Design uart, sky130hd; sources not shown.
**Placed standard cells**

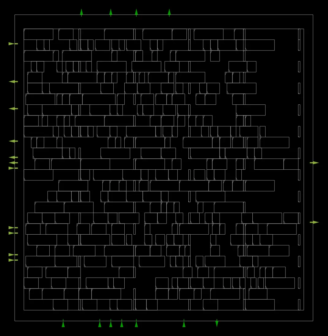
Util after Layout: 60.1%
Filler cells: 467
Core ar.: 4980 µm²
flop share of the area: 36.2%

**Cells colored by class**

Bar = 20 µm.
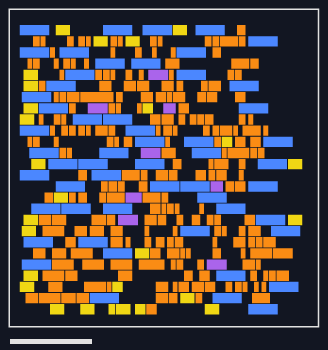
other buffers and delay cells -> yellow  # cells 27, share of their area 8.8%
flip-flops -> blue  # cells 54, share of their area 37%
all other logic -> orange  # cells 222, share of their area 51%
clock drivers and dummy loads -> purple  # cells 8, share of their area 3.4%
num rows: 26
design area: 2990 µm²

**Clock distribution**

Bar = 20 µm.
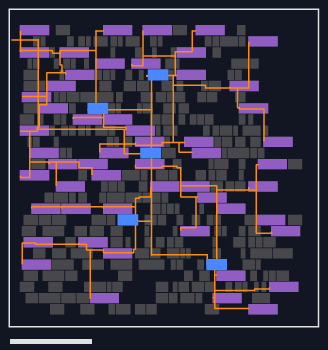
flip-flops -> purple  # count 54
cells driving clock nets -> blue  # count 5
clock wires -> orange  # length 650 µm
routed clock nets = 6
flops lie = spread over the die
Clock Power: 0.307 mW
Clock power frac: 30.1%
final setup skew: 0.0116 ns

==> impl_metrics.csv <==
group,metric,value,unit
route,ant_nets,0,
min_path,whs_path_depth,1,
pwr,p_leak,1.03,nW
placed_design,dp.cells,373,
route,drt-total-wl,5.28,mm
worst_setup_path,reg2reg_depth,6,
floorplan,initial_utilization,52.8,%
synth,synth_seq_share,41.1,%
clock_tree,cts_tree,"yes",
worst_setup_path,end_kind,"flop",
synth,synth-edff-count,0,
route,firstDrtPassIters,4,
final_layout,fin_nets,328,
clock_tree,clk_pin_slew,0.11,ns
synth,async_flop_share,0,%
final_layout,layout_top_cell,"dfxtp_1",
synth,ys_cells,297,
final_layout,final_cell_mix,"dfxtp_1, nand2_1, a21oi_1, clkdlybuf4s50_1",
final_timing,worstMarginPinSlew,0.808,ns
final_layout,final_cells,381,
final_timing,final-hold-violation-count,0,
global_route,grt-ovfl-total,0,
final_timing,fin_hold_ws,0.449,ns
clock_tree,cts_setup_buffers,0,
status,status,"finished, final reports clean",
global_route,grt_max_degree,53,
global_route,grt_usage,20.2,%
clock_tree,cts.sinks,54,
final_timing,tns,0,ns
worst_setup_path,cp_data_required_time,4.51,ns
clock_tree,clockBufferDepth,2,
synth,yosysUniqueCellTypes,52,
route,routedWlPerCell,13.9,µm
min_path,hp-class,"reg -> reg",
job,warnings,26,
floorplan,chip_area,5780,µm²
synth,ff_type,"dfxtp_1",
synth,syn_avg_cell_area,8.86,µm²
[power breakdown]
| group | switching [mW] | leakage (nW) | internal, mW | total [mW] |
|---|---|---|---|---|
| logic | 0.0922 | 0.535 | 0.0718 | 0.164 |
| registers | 0.0282 | 0.440 | 0.523 | 0.551 |
| clock network | 0.186 | 0.0502 | 0.121 | 0.307 |
| total | 0.307 | 1.03 | 0.715 | 1.02 |
[stage by stage]
| step | area (µm²) | setup slack (ns) |
|---|---|---|
| floorplan | 2630 | 2.23 |
| global placement | 2890 | 1.88 |
| detailed placement | 2890 | 1.86 |
| CTS | 2990 | 1.93 |
| global route | 2990 | 1.70 |
| finish | 2990 | 1.92 |
[kinds of logic after synthesis]
group	after synthesis	share of synthesized area, %
simple gates	112	22.8
compound gates	81	22.9
flops	54	41.1
buf+inv	29	4.42
xor+xnor	8	3.19
mux	7	2.66
fa+ha+maj	6	2.85
[worst max-delay path, stage by stage (launching register included)]
cell     delay [ns]
dfxtp_1        0.35
inv_1          0.06
ha_1           0.18
nor4b_2        0.52
nand3_1        0.53
a21o_4         0.41
a31o_1         0.23
[final cells by class]
class,instances,area [µm²]
clock inverter,3,28.8
clock buffer,5,68.8
inverter,8,30.0
multi-input combinational,214,1440
fill,467,1990
sequential,54,1080
tap,70,87.6
timing repair buffer,27,255
[routing by layer]
layer / up-vias / global-route usage (%) / share of wire [%]
met2: 28 / 31.0 / 47
li1: 1103 / - / -
met5: - / 0 / 0
met3: 9 / 4.47 / 2.7
met1: 1029 / 28.2 / 49
met4: 0 / 5.89 / 1.5
No activity file was given, so power comes from the tool's default toggle rates.
